--- config.mk ---
export PLATFORM = sky130hd
export DESIGN_NAME = mips_mc_ctrl
export DESIGN_NICKNAME = d
export VERILOG_FILES = /design/src/rtl/mips_mc_ctrl.sv
export SDC_FILE = /design/constraint.sdc
export NUM_CORES = 1
export LEC_CHECK = 0
export CELL_PAD_IN_SITES_DETAIL_PLACEMENT = 2
export CELL_PAD_IN_SITES_GLOBAL_PLACEMENT = 2
export CORE_UTILIZATION = 21
export DETAILED_ROUTE_END_ITERATION = 8
export PLACE_DENSITY = 0.72
export SYNTH_ARGS = -nofsm -noshare
export SYNTH_HDL_FRONTEND = slang
export SYNTH_SLANG_ARGS = --single-unit
export TNS_END_PERCENT = 5
--- constraint.sdc ---
create_clock -name clk -period 1.5 [get_ports clk]
set_input_delay 0.225 -clock clk [delete_from_list [all_inputs] [get_ports clk]]
set_output_delay 0.225 -clock clk [all_outputs]
set_load 0.03 [all_outputs]
--- src/rtl/mips_mc_ctrl.sv ---
// ----------------------------------------------------------------------------
// mips_mc_ctrl
//
// Multi-cycle control unit for the MIPS CPU. It sequences one shared datapath
// through fetch, decode, execute, memory and write-back. Instruction fetch and
// data access share a single memory port that uses a req/ack handshake.
//
// Parameters
//   MEM_TIMEOUT   cycles to wait for mem_ack before flagging bus_err (1..255)
//
// Ports
//   clk           system clock, rising edge
//   reset         asynchronous, active-low reset
//   opcode        IR[31:26]
//   funct         IR[5:0]
//   instr_zero    IR == 0 (nop)
//   alu_zero      ALU result == 0
//   mem_ack       memory completed the current request
//   pc_we         PC write enable
//   ir_we         IR write enable
//   reg_we        register-file write enable
//   mem_req       memory request
//   mem_we        memory write, qualified by mem_req
//   iord          memory address source: 0 = PC, 1 = ALUOut
//   alu_op        0 add, 1 sub, 2 or, 3 lui
//   alu_src_a     0 = PC, 1 = A register
//   alu_src_b     0 = B, 1 = 4, 2 = ext imm, 3 = imm << 2
//   ext_op        1 = sign-extend, 0 = zero-extend
//   reg_dst       0 = rt, 1 = rd, 2 = $31
//   wd_sel        0 = ALUOut, 1 = MDR, 2 = PC
//   pc_src        0 = ALU, 1 = ALUOut, 2 = jump target, 3 = A register
//   state         current FSM state (debug)
//   illegal       sticky: unsupported instruction decoded
//   bus_err       sticky: memory handshake timed out
//
// Optional feature (macro MC_CTRL_PERF_EN)
//   cyc_cnt       cycles spent outside HALT
//   ret_cnt       retired instructions (entries into FETCH)
// ----------------------------------------------------------------------------
module mips_mc_ctrl #(
    parameter int MEM_TIMEOUT = 15
) (
    input  logic        clk,
    input  logic        reset,
    input  logic [5:0]  opcode,
    input  logic [5:0]  funct,
    input  logic        instr_zero,
    input  logic        alu_zero,
    input  logic        mem_ack,
    output logic        pc_we,
    output logic        ir_we,
    output logic        reg_we,
    output logic        mem_req,
    output logic        mem_we,
    output logic        iord,
    output logic [2:0]  alu_op,
    output logic        alu_src_a,
    output logic [1:0]  alu_src_b,
    output logic        ext_op,
    output logic [1:0]  reg_dst,
    output logic [1:0]  wd_sel,
    output logic [1:0]  pc_src,
    output logic [3:0]  state,
    output logic        illegal,
    output logic        bus_err
`ifdef MC_CTRL_PERF_EN
    ,
    output logic [31:0] cyc_cnt,
    output logic [31:0] ret_cnt
`endif
);

    // ------------------------------------------------------------------------
    // State encoding
    // ------------------------------------------------------------------------
    localparam logic [3:0] S_FETCH  = 4'd0;
    localparam logic [3:0] S_DECODE = 4'd1;
    localparam logic [3:0] S_EXEC_R = 4'd2;
    localparam logic [3:0] S_EXEC_I = 4'd3;
    localparam logic [3:0] S_ADDR   = 4'd4;
    localparam logic [3:0] S_MEM_RD = 4'd5;
    localparam logic [3:0] S_MEM_WB = 4'd6;
    localparam logic [3:0] S_MEM_WR = 4'd7;
    localparam logic [3:0] S_WB_ALU = 4'd8;
    localparam logic [3:0] S_BRANCH = 4'd9;
    localparam logic [3:0] S_JUMP   = 4'd10;
    localparam logic [3:0] S_HALT   = 4'd15;

    localparam logic [2:0] ALU_ADD = 3'd0;
    localparam logic [2:0] ALU_SUB = 3'd1;
    localparam logic [2:0] ALU_OR  = 3'd2;
    localparam logic [2:0] ALU_LUI = 3'd3;

    // Last wait-count value before the timeout fires.
    localparam logic [7:0] TMO_LAST = 8'(MEM_TIMEOUT - 1);

    // ------------------------------------------------------------------------
    // Instruction classification from the latched IR fields
    // ------------------------------------------------------------------------
    logic is_rtype;
    logic is_addu, is_subu, is_jr;
    logic is_ori, is_lui, is_lw, is_sw, is_beq, is_j, is_jal;

    assign is_rtype = (opcode == 6'b000000);
    assign is_addu  = is_rtype && (funct == 6'b100001);
    assign is_subu  = is_rtype && (funct == 6'b100011);
    assign is_jr    = is_rtype && (funct == 6'b001000);
    assign is_ori   = (opcode == 6'b001101);
    assign is_lui   = (opcode == 6'b001111);
    assign is_lw    = (opcode == 6'b100011);
    assign is_sw    = (opcode == 6'b101011);
    assign is_beq   = (opcode == 6'b000100);
    assign is_j     = (opcode == 6'b000010);
    assign is_jal   = (opcode == 6'b000011);

    // ------------------------------------------------------------------------
    // State and status registers
    // ------------------------------------------------------------------------
    logic [3:0] state_q, state_d;
    logic [7:0] wait_q, wait_d;
    logic       illegal_q, illegal_d;
    logic       bus_err_q, bus_err_d;

    logic in_mem_state;
    logic mem_wait;
    logic mem_timeout;

    assign in_mem_state = (state_q == S_FETCH) || (state_q == S_MEM_RD) ||
                          (state_q == S_MEM_WR);
    assign mem_wait     = in_mem_state && !mem_ack;
    assign mem_timeout  = mem_wait && (wait_q == TMO_LAST);

    // NOTE: every variable assigned here gets a default first, so no path
    // leaves one unassigned and no latch is inferred.
    always_comb begin
        state_d   = state_q;
        wait_d    = '0;
        illegal_d = illegal_q;
        bus_err_d = bus_err_q;

        case (state_q)
            S_FETCH: begin
                if (mem_ack) state_d = S_DECODE;
            end
            S_DECODE: begin
                if (instr_zero)                  state_d = S_FETCH;
                else if (is_addu || is_subu)     state_d = S_EXEC_R;
                else if (is_ori || is_lui)       state_d = S_EXEC_I;
                else if (is_lw || is_sw)         state_d = S_ADDR;
                else if (is_beq)                 state_d = S_BRANCH;
                else if (is_j || is_jal || is_jr) state_d = S_JUMP;
                else begin
                    state_d   = S_HALT;
                    illegal_d = 1'b1;
                end
            end
            S_EXEC_R: state_d = S_WB_ALU;
            S_EXEC_I: state_d = S_WB_ALU;
            S_WB_ALU: state_d = S_FETCH;
            S_ADDR: begin
                state_d = is_sw ? S_MEM_WR : S_MEM_RD;
            end
            S_MEM_RD: begin
                if (mem_ack) state_d = S_MEM_WB;
            end
            S_MEM_WB: state_d = S_FETCH;
            S_MEM_WR: begin
                if (mem_ack) state_d = S_FETCH;
            end
            S_BRANCH: state_d = S_FETCH;
            S_JUMP:   state_d = S_FETCH;
            S_HALT:   state_d = S_HALT;
            default:  state_d = S_HALT;
        endcase

        // The wait counter only survives while the FSM sits in a memory
        // state without an ack; any state change leaves it at zero.
        if (mem_timeout) begin
            state_d   = S_HALT;
            bus_err_d = 1'b1;
        end else if (mem_wait) begin
            wait_d = wait_q + 8'd1;
        end
    end

    // NOTE: sequential state uses non-blocking assignments so every register
    // samples the pre-edge values, independent of statement order.
    always_ff @(posedge clk or negedge reset) begin
        if (!reset) begin
            state_q   <= S_FETCH;
            wait_q    <= '0;
            illegal_q <= 1'b0;
            bus_err_q <= 1'b0;
        end else begin
            state_q   <= state_d;
            wait_q    <= wait_d;
            illegal_q <= illegal_d;
            bus_err_q <= bus_err_d;
        end
    end

    assign state   = state_q;
    assign illegal = illegal_q;
    assign bus_err = bus_err_q;

    // ------------------------------------------------------------------------
    // Datapath control (Moore on state_q / IR fields, except the FETCH
    // enables that wait for mem_ack and pc_we in BRANCH)
    // ------------------------------------------------------------------------
    always_comb begin
        pc_we     = 1'b0;
        ir_we     = 1'b0;
        reg_we    = 1'b0;
        mem_req   = 1'b0;
        mem_we    = 1'b0;
        iord      = 1'b0;
        alu_op    = ALU_ADD;
        alu_src_a = 1'b0;
        alu_src_b = 2'd0;
        ext_op    = 1'b0;
        reg_dst   = 2'd0;
        wd_sel    = 2'd0;
        pc_src    = 2'd0;

        case (state_q)
            S_FETCH: begin
                mem_req   = 1'b1;
                alu_src_b = 2'd1;
                // The reset term keeps a stray mem_ack from writing the PC or
                // IR while the core is held in reset.
                ir_we     = mem_ack && reset;
                pc_we     = mem_ack && reset;
            end
            S_DECODE: begin
                alu_src_b = 2'd3;
                ext_op    = 1'b1;
            end
            S_EXEC_R: begin
                alu_src_a = 1'b1;
                alu_op    = is_subu ? ALU_SUB : ALU_ADD;
                reg_dst   = 2'd1;
            end
            S_EXEC_I: begin
                alu_src_a = 1'b1;
                alu_src_b = 2'd2;
                alu_op    = is_lui ? ALU_LUI : ALU_OR;
            end
            S_WB_ALU: begin
                reg_we  = 1'b1;
                reg_dst = is_rtype ? 2'd1 : 2'd0;
            end
            S_ADDR: begin
                alu_src_a = 1'b1;
                alu_src_b = 2'd2;
                ext_op    = 1'b1;
            end
            S_MEM_RD: begin
                mem_req = 1'b1;
                iord    = 1'b1;
            end
            S_MEM_WB: begin
                reg_we = 1'b1;
                wd_sel = 2'd1;
            end
            S_MEM_WR: begin
                mem_req = 1'b1;
                mem_we  = 1'b1;
                iord    = 1'b1;
            end
            S_BRANCH: begin
                alu_src_a = 1'b1;
                alu_op    = ALU_SUB;
                pc_we     = alu_zero;
                pc_src    = 2'd1;
            end
            S_JUMP: begin
                pc_we  = 1'b1;
                pc_src = is_jr ? 2'd3 : 2'd2;
                // PC already holds PC+4, which is the link value for jal.
                if (is_jal) begin
                    reg_we  = 1'b1;
                    reg_dst = 2'd2;
                    wd_sel  = 2'd2;
                end
            end
            default: ;
        endcase
    end

`ifdef MC_CTRL_PERF_EN
    // ------------------------------------------------------------------------
    // Performance counters
    // ------------------------------------------------------------------------
    logic [31:0] cyc_cnt_q, cyc_cnt_d;
    logic [31:0] ret_cnt_q, ret_cnt_d;

    always_comb begin
        cyc_cnt_d = cyc_cnt_q;
        ret_cnt_d = ret_cnt_q;
        if (state_q != S_HALT) cyc_cnt_d = cyc_cnt_q + 32'd1;
        if ((state_d == S_FETCH) && (state_q != S_FETCH)) ret_cnt_d = ret_cnt_q + 32'd1;
    end

    always_ff @(posedge clk or negedge reset) begin
        if (!reset) begin
            cyc_cnt_q <= '0;
            ret_cnt_q <= '0;
        end else begin
            cyc_cnt_q <= cyc_cnt_d;
            ret_cnt_q <= ret_cnt_d;
        end
    end

    assign cyc_cnt = cyc_cnt_q;
    assign ret_cnt = ret_cnt_q;
`endif

endmodule
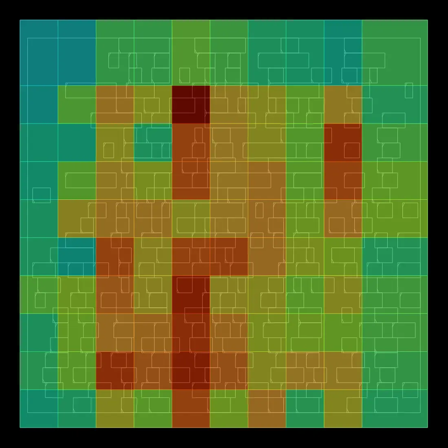
(images/congestion_map.png)
met1 Track Usage GR: 24.6%
utilization after layout: 46.4%
GRT Total Usage: 20.6%
met3 Track Usage GR: 2.71%
gr busiest metal: met2

==> impl_metrics.ini <==
; flow metrics
[final_timing]
finalCritPeriodShare_pct = 124
drv_slew = 0
max_freq_mhz = 536
rsz0062_at_grt = true
worst_slack_ps = -366
finClkSkew_ps = 1.31
finalSetupViolCount = 32
min_period_ps = 1870

[power]
powerDensity_nw_per_um2 = 397
clock_power_w = 0.000375
pwr-share-seq_pct = 42.9
combPwrFrac_pct = 15.1
power.total_w = 0.000892
top_power_group = registers
net-switching-power_w = 0.000211
switching_share_pct = 23.6
p_int_w = 0.000681
p_comb_w = 0.000134
ir_worst_vdd_uv = 322

[final_layout]
drive_gt1_share_pct = 58.3
finalInstanceArea_um2 = 2250
nClkBuffers = 4
logic_area_um2 = 908
fin_cells = 297
clkCellAreaFrac_pct = 2.45
sequential_cell_total = 14
lay_top_count = buf_4
n_all_inverters = 6
logic_gates = 113
area_growth_pct = 107
lay_top_cells = buf_4 (52), buf_6 (23), nor2_1 (11)
filler_cell_count = 534
buffer_area_share_pct = 36.2

[logic_synthesis]
synth_area_per_cell_um2 = 7.72
yosysSeqAreaShare_pct = 32.2
top_cell_area_share_pct = 32.2
floorplan.nets = 160
async_flop_share_pct = 100
synth.yosys.num_cells = 141
edf_count = 0

[clocking]
cts-htree-levels = 1
cts_buffer_depth = 2
clk_pin_slew_ps = 60
clk_latency_ps = 250
cts_num_sinks = 14

[run]
warning_count = 30
drv_cap = 0

[floorplanning]
dieArea_um2 = 5480
well_tap_count = 67
die_w_um = 74.0
core-area_um2 = 4850
io_pins = 42

[setup_path]
startpoint_type = register
cp.arrival_ps = 1640
crit_type = register to output port
worstPathRequired_ps = 1270

[placed_design]
placed_area_um2 = 1910
hpwl_mm = 3.52
pre_cts_slack_ps = -782

[run_status]
violations = negative setup slack
status = complete, but fails checks

[routing]
routed_wl_mm = 5.33
final_antenna_net_count = 0
drc = 0
firstDrtPassIters = 4
routedWlPerCell_um = 18.0
vias = 1412
dr.first_iter.drc_count = 31

[global_routing]
grt_max_degree = 15
grt.overflow.total = 0
grt_pass1_wl_mm = 8.40
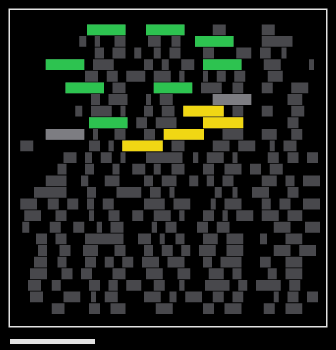
(images/ff_map.png)
Bar = 20 µm. Other sequential cells in the stronger gray, the rest of the logic in the fainter gray.
legend:
  yellow:
    signal: state
    placed_flops: 4
  green:
    signal: wait_q
    placed_flops: 8
sequential cell area share: 15.8%
seq pwr: 0.000382 W
Flop area: 355 µm²

[synthesized netlist by cell type (2+ instances only)]
cell type  number
buf_4           2
buf_2           3
ha_1            2
or3_1           3
nor3_1          5
a21oi_1         7
nor2_1         25
dfrtp_1        14
xnor2_1         3
nand2_1        13
xor2_1          4
a31oi_1         3
o21ai_1         3
buf_1           2
nand3_1         8
and3_1          3
nor2b_1         2
nand2b_1        2
inv_1           5
o21ai_0         2
nand4_1         3
[routing by layer]
layer / wire length [µm] / up-vias / track usage, %
met5: 0 / - / 0
li1: - / 668 / -
met1: 2130 / 695 / 24.6
met4: 119 / 0 / 4.91
met3: 155 / 10 / 2.71
met2: 2930 / 39 / 38.8
[kinds of logic (layout without fill, tap and decap cells)]
family                     after synthesis  count (layout)  share of synthesized area, %
and+or+nand+nor                         78              78                          38.3
AOI/OAI and AO/OA                       24              24                          14.5
DFF                                     14              14                          32.2
buffers and inverters                   14             103                          5.86
xor gates and xnor gates                 7               7                          5.63
adders and majority gates                2               2                          2.30
other                                    1               1                         0.344
muxes                                    1               1                         0.920
[sequential cells by signal (all words and copies together) (netlist names)]
register  count
illegal       1
wait_q        8
state         4
bus_err       1
[worst min path at each step]
stage                     startpoint   endpoint  slack [ps]  cells past startpoint
after CTS                      reset  wait_q[2]         380                      2
after floorplan                reset    bus_err         -70                      0
after detailed placement     bus_err    bus_err         460                      1
after global placement       bus_err    bus_err         440                      1
final                          reset  wait_q[6]         380                      2
after global routing           reset  wait_q[5]         380                      2
[critical path: stages, from the launching register on]
cell     delay [ps]
dfrtp_2         490
nor2b_4         170
nand2_1          70
or3_4           360
a21oi_4         150
buf_6           150
[what timing repair did]
item | 4_1_cts | 5_1_grt
buffers inserted | 8 | 0
pin swaps | 17 | 8
setup endpoints to repair | 36 | 33
gates resized | 69 | 25
cloned | 0 | 0
No activity file was given, so power comes from the tool's default toggle rates.
